$ cat src/rtl/mips_pkg.sv
// Shared MIPS pipeline definitions: datapath widths and the memory-access FSM state type.
package mips_pkg;

    localparam int unsigned WORD_W     = 32;
    localparam int unsigned REG_ADDR_W = 5;

    typedef enum logic {
        IDLE = 1'b0,
        WAIT = 1'b1
    } memState_t;

endpackage

$ cat src/rtl/mem_stage_if.sv
// Data-memory request/ready bus between the MEM stage (master) and data memory (slave).
interface mem_stage_if;
    import mips_pkg::*;

    logic              dmem_req;
    logic              dmem_we;
    logic [WORD_W-1:0] dmem_addr;
    logic [WORD_W-1:0] dmem_wdata;
    logic [WORD_W-1:0] dmem_rdata;
    logic              dmem_ready;

    modport master (
        output dmem_req, dmem_we, dmem_addr, dmem_wdata,
        input  dmem_rdata, dmem_ready
    );

    modport slave (
        input  dmem_req, dmem_we, dmem_addr, dmem_wdata,
        output dmem_rdata, dmem_ready
    );

endinterface

$ cat src/rtl/mem_access_fsm.sv
// Wait-state tracker for one data-memory access: stalls while waiting, aborts after TIMEOUT cycles.
module mem_access_fsm
    import mips_pkg::*;
#(
    parameter int unsigned TIMEOUT = 16
) (
    input  logic clk,
    input  logic reset,
    input  logic memOp,
    input  logic dmemReady,
    output logic StallMEM,
    output logic buserr,
    output logic abort
);

    localparam logic [7:0] WAIT_LIMIT = 8'(TIMEOUT);

    memState_t  state, nextState;
    logic [7:0] waitCnt, nextCnt;

    always_ff @(posedge clk) begin
        if (!reset) begin
            state   <= IDLE;
            waitCnt <= '0;
        end else begin
            state   <= nextState;
            waitCnt <= nextCnt;
        end
    end

    always_comb begin
        nextState = state;
        nextCnt   = waitCnt;
        StallMEM  = 1'b0;
        abort     = 1'b0;
        case (state)
            IDLE: begin
                if (memOp && !dmemReady) begin
                    nextState = WAIT;
                    nextCnt   = 8'd1;
                    StallMEM  = 1'b1;
                end
            end
            WAIT: begin
                // ready wins over the timeout on the final wait cycle
                if (dmemReady) begin
                    nextState = IDLE;
                    nextCnt   = '0;
                end else if (waitCnt < WAIT_LIMIT) begin
                    StallMEM = 1'b1;
                    nextCnt  = waitCnt + 8'd1;
                end else begin
                    abort     = 1'b1;
                    nextState = IDLE;
                    nextCnt   = '0;
                end
            end
            default: begin
                nextState = IDLE;
                nextCnt   = '0;
            end
        endcase
        buserr = abort;
    end

endmodule

$ cat src/rtl/mem_stage.sv
// MIPS memory stage: EX/MEM and MEM/WB pipeline registers around a req/ready data-memory access.
// Optional misaligned-access trap enabled by defining MEM_STAGE_MISALIGN_TRAP_EN.
module mem_stage
    import mips_pkg::*;
#(
    parameter int unsigned TIMEOUT = 16
) (
    input  logic                  clk,
    input  logic                  reset,
    input  logic                  intterupt,
    input  logic [WORD_W-1:0]     ALUoutEX,
    input  logic [WORD_W-1:0]     memwritedataEX,
    input  logic [REG_ADDR_W-1:0] regwriteaddrEX,
    input  logic                  RegWriteEX,
    input  logic                  MemReadEX,
    input  logic                  MemWriteEX,
    input  logic                  MemtoRegEX,
    output logic [WORD_W-1:0]     ALUoutMEM,
    output logic [REG_ADDR_W-1:0] regwriteaddrMEM,
    output logic                  RegWriteMEM,
    output logic [WORD_W-1:0]     regwritedataWB,
    output logic [REG_ADDR_W-1:0] regwriteaddrWB,
    output logic                  RegWriteWB,
    output logic                  StallMEM,
    mem_stage_if.master           dmem,
    output logic                  buserr
`ifdef MEM_STAGE_MISALIGN_TRAP_EN
    ,
    output logic                  misalign
`endif
);

    logic [WORD_W-1:0] memwritedataMEM;
    logic              MemReadMEM;
    logic              MemWriteMEM;
    logic              MemtoRegMEM;
    logic              memOpRaw;
    logic              memOp;
    logic              abort;
    logic              retireKill;

    always_ff @(posedge clk) begin
        if (!reset) begin
            ALUoutMEM       <= '0;
            memwritedataMEM <= '0;
            regwriteaddrMEM <= '0;
            RegWriteMEM     <= 1'b0;
            MemReadMEM      <= 1'b0;
            MemWriteMEM     <= 1'b0;
            MemtoRegMEM     <= 1'b0;
        end else if (!StallMEM) begin
            ALUoutMEM       <= ALUoutEX;
            memwritedataMEM <= memwritedataEX;
            regwriteaddrMEM <= regwriteaddrEX;
            MemtoRegMEM     <= MemtoRegEX;
            RegWriteMEM     <= RegWriteEX & ~intterupt;
            MemReadMEM      <= MemReadEX & ~intterupt;
            MemWriteMEM     <= MemWriteEX & ~intterupt;
        end
    end

    assign memOpRaw = MemReadMEM | MemWriteMEM;

`ifdef MEM_STAGE_MISALIGN_TRAP_EN
    // a misaligned access never reaches the bus or the FSM, so it cannot stall
    assign misalign   = memOpRaw & (ALUoutMEM[1:0] != 2'b00);
    assign memOp      = memOpRaw & ~misalign;
    assign retireKill = abort | misalign;
`else
    assign memOp      = memOpRaw;
    assign retireKill = abort;
`endif

    mem_access_fsm #(
        .TIMEOUT(TIMEOUT)
    ) u_fsm (
        .clk      (clk),
        .reset    (reset),
        .memOp    (memOp),
        .dmemReady(dmem.dmem_ready),
        .StallMEM (StallMEM),
        .buserr   (buserr),
        .abort    (abort)
    );

    assign dmem.dmem_req   = memOp & ~abort;
    assign dmem.dmem_we    = MemWriteMEM;
    assign dmem.dmem_addr  = ALUoutMEM;
    assign dmem.dmem_wdata = memwritedataMEM;

    always_ff @(posedge clk) begin
        if (!reset) begin
            regwritedataWB <= '0;
            regwriteaddrWB <= '0;
            RegWriteWB     <= 1'b0;
        end else if (!StallMEM) begin
            regwritedataWB <= MemtoRegMEM ? dmem.dmem_rdata : ALUoutMEM;
            regwriteaddrWB <= regwriteaddrMEM;
            RegWriteWB     <= RegWriteMEM & ~MemWriteMEM & ~retireKill;
        end else begin
            regwritedataWB <= '0;
            regwriteaddrWB <= '0;
            RegWriteWB     <= 1'b0;
        end
    end

endmodule

$ cat src/flat_wrapper.sv
// flat-port wrapper written by rule: the top's interface ports become plain ports
module mem_stage_flat import mips_pkg::*;
#(
    parameter int unsigned TIMEOUT = 16
)
  (clk, reset, intterupt, ALUoutEX, memwritedataEX, regwriteaddrEX, RegWriteEX, MemReadEX, MemWriteEX, MemtoRegEX, ALUoutMEM, regwriteaddrMEM, RegWriteMEM, regwritedataWB, regwriteaddrWB, RegWriteWB, StallMEM, buserr, dmem_dmem_req, dmem_dmem_we, dmem_dmem_addr, dmem_dmem_wdata, dmem_dmem_rdata, dmem_dmem_ready);
  mem_stage_if dmem_i ();
  input  logic clk;
  input  logic reset;
  input  logic intterupt;
  input  logic [WORD_W-1:0] ALUoutEX;
  input  logic [WORD_W-1:0] memwritedataEX;
  input  logic [REG_ADDR_W-1:0] regwriteaddrEX;
  input  logic RegWriteEX;
  input  logic MemReadEX;
  input  logic MemWriteEX;
  input  logic MemtoRegEX;
  output logic [WORD_W-1:0] ALUoutMEM;
  output logic [REG_ADDR_W-1:0] regwriteaddrMEM;
  output logic RegWriteMEM;
  output logic [WORD_W-1:0] regwritedataWB;
  output logic [REG_ADDR_W-1:0] regwriteaddrWB;
  output logic RegWriteWB;
  output logic StallMEM;
  output logic buserr;
  output wire logic [$bits(dmem_i.dmem_req)-1:0] dmem_dmem_req;
  output wire logic [$bits(dmem_i.dmem_we)-1:0] dmem_dmem_we;
  output wire logic [$bits(dmem_i.dmem_addr)-1:0] dmem_dmem_addr;
  output wire logic [$bits(dmem_i.dmem_wdata)-1:0] dmem_dmem_wdata;
  input wire logic [$bits(dmem_i.dmem_rdata)-1:0] dmem_dmem_rdata;
  input wire logic [$bits(dmem_i.dmem_ready)-1:0] dmem_dmem_ready;
  assign dmem_dmem_req = dmem_i.dmem_req;
  assign dmem_dmem_we = dmem_i.dmem_we;
  assign dmem_dmem_addr = dmem_i.dmem_addr;
  assign dmem_dmem_wdata = dmem_i.dmem_wdata;
  assign dmem_i.dmem_rdata = dmem_dmem_rdata;
  assign dmem_i.dmem_ready = dmem_dmem_ready;
  mem_stage #(.TIMEOUT(TIMEOUT)) u_core (.clk(clk), .reset(reset), .intterupt(intterupt), .ALUoutEX(ALUoutEX), .memwritedataEX(memwritedataEX), .regwriteaddrEX(regwriteaddrEX), .RegWriteEX(RegWriteEX), .MemReadEX(MemReadEX), .MemWriteEX(MemWriteEX), .MemtoRegEX(MemtoRegEX), .ALUoutMEM(ALUoutMEM), .regwriteaddrMEM(regwriteaddrMEM), .RegWriteMEM(RegWriteMEM), .regwritedataWB(regwritedataWB), .regwriteaddrWB(regwriteaddrWB), .RegWriteWB(RegWriteWB), .StallMEM(StallMEM), .dmem(dmem_i), .buserr(buserr));
endmodule
$ cat config.mk
export PLATFORM = sky130hd
export DESIGN_NAME = mem_stage_flat
export DESIGN_NICKNAME = d
export VERILOG_FILES = /design/src/rtl/mips_pkg.sv /design/src/rtl/mem_stage_if.sv /design/src/rtl/mem_access_fsm.sv /design/src/rtl/mem_stage.sv /design/src/flat_wrapper.sv
export SDC_FILE = /design/constraint.sdc
export NUM_CORES = 1
export LEC_CHECK = 0
export CAP_MARGIN = 20
export CORE_ASPECT_RATIO = 1.4
export CORE_MARGIN = 1.5
export CORE_UTILIZATION = 39
export DETAILED_ROUTE_END_ITERATION = 7
export PLACE_DENSITY = 0.8
export SKIP_LAST_GASP = 1
export SLEW_MARGIN = 20
export SYNTH_ARGS = -nofsm -noshare
export SYNTH_HDL_FRONTEND = slang
export SYNTH_SLANG_ARGS = --single-unit
$ cat constraint.sdc
create_clock -name clk -period 2.3 [get_ports clk]
set_input_delay 0.575 -clock clk [delete_from_list [all_inputs] [get_ports clk]]
set_output_delay 0.575 -clock clk [all_outputs]
set_load 0.02 [all_outputs]
==> flow_summary.json <==
{
  "final-clk-cell-share_pct": 7.83,
  "final_common_cell": "clkdlybuf4s50_1",
  "grt-ovfl-total": 0,
  "clock_buffers": 22,
  "p_per_area_mw_per_mm2": 798,
  "fin_crit_ps": 2270,
  "post_cts_resize_count": 10,
  "p_clk_share_pct": 44.1,
  "hpwl_um": 10000,
  "grt_util_all_layers_pct": 20.9,
  "top_area_share_pct": 50.1,
  "num_vias": 4251,
  "largest_area_cell": "dfxtp_1",
  "final_cell_mix": "clkdlybuf4s50_1 (248), nand2_1 (146), dfxtp_1 (119)",
  "power_mw": 6.31,
  "busiest_layer": "met2",
  "ys_types": 31,
  "critPathMaxFanout": 4,
  "yosys-top-cells-area": "dfxtp_1 (50%), mux2i_1 (22%), nand2_1 (11%)",
  "tightest_slew_ps": 460,
  "well_tap_count": 147,
  "ff_count": 120,
  "drtAntennaViolNets": 0,
  "logic_gates": 324,
  "finClkSkew_ps": 7.38,
  "maxCapViolCount": 0,
  "arrival_ps": 1700,
  "drt-total-wl_um": 13600,
  "warning_count": 26,
  "place_ws_ps": -368,
  "timing.rr.start": "u_core.u_fsm.state",
  "yosysWarnings": 0,
  "edf_count": 0,
  "hold-path-cell-count": 2,
  "dominant_cells": "non-clock buffers",
  "critPathKind": "input pin to output pin",
  "grt_max_degree": 60,
  "top_layer_used": "met4",
  "cts_buffers": 17,
  "r2r_end": "u_core.regwriteaddrMEM[4]",
  "outcome": "complete, no violations",
  "root_buffer": "clkbuf_16",
  "worstSetupEndpoint": "dmem_dmem_req",
  "setup_slack_ps": 29.8
}
-- cells by family (layout without fill, tap and decap cells) --
family	after synthesis	count (layout)	synth area share, %
buffers and inverters	68	298	8.15
adder cells (fa/ha/maj)	1	1	0.261
AND-OR/OR-AND	10	10	1.67
AND/OR/NAND/NOR	208	208	17.8
multiplexers	105	105	21.9
flip-flops	120	120	50.1
-- worst max-delay path, stage by stage --
cell	delay [ps]
clkdlybuf4s50_1	470
nand2b_4	170
nor2_2	160
nor2_1	60
clkdlybuf4s15_2	260
-- power groups by stage --
stage          Clock (mW)  Combinational, mW  Sequential (mW)
4_1_cts              2.82               1.20             2.34
3_5_place_dp            0               1.20             2.38
3_3_place_gp            0               1.17             2.37
2_1_floorplan           0              0.445             2.53
5_1_grt              2.92               1.26             2.36
6_report             2.78               1.19             2.34
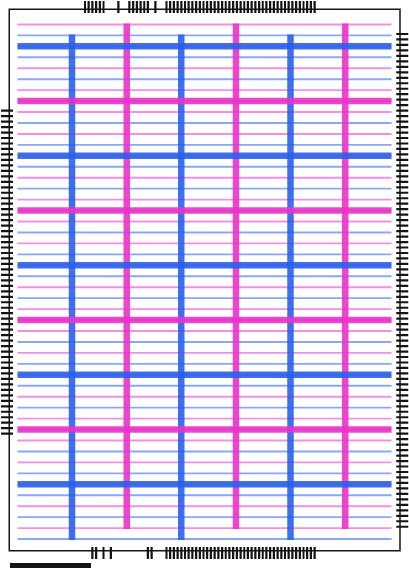
(images/pdn.png)
Scale bar: 20 um. Pins as bars on the die edge.
Blue shows VSS. Magenta shows VDD.
48 met1 rails follow the rows. 6 straps on met4.
VDD IR-drop max: 0.000506 V
Die Wd: 96.7 um
core area: 0.0119 sq mm

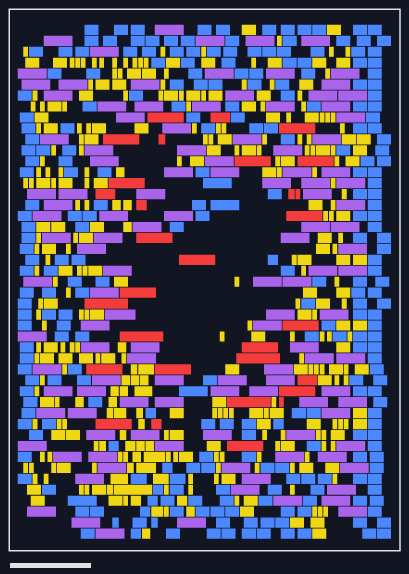
(images/cell_classes.png)
Scale bar: 20 um.
Yellow shows all other logic, cells 327. Red shows clock drivers and dummy loads, cells 30. Blue shows other buffers and delay cells, cells 265. Purple shows flops, cells 120.
post-route cell area: 0.00791 sq mm
Rows: 47
Seq/total area: 30.4%

No activity file was given, so power comes from the tool's default toggle rates.
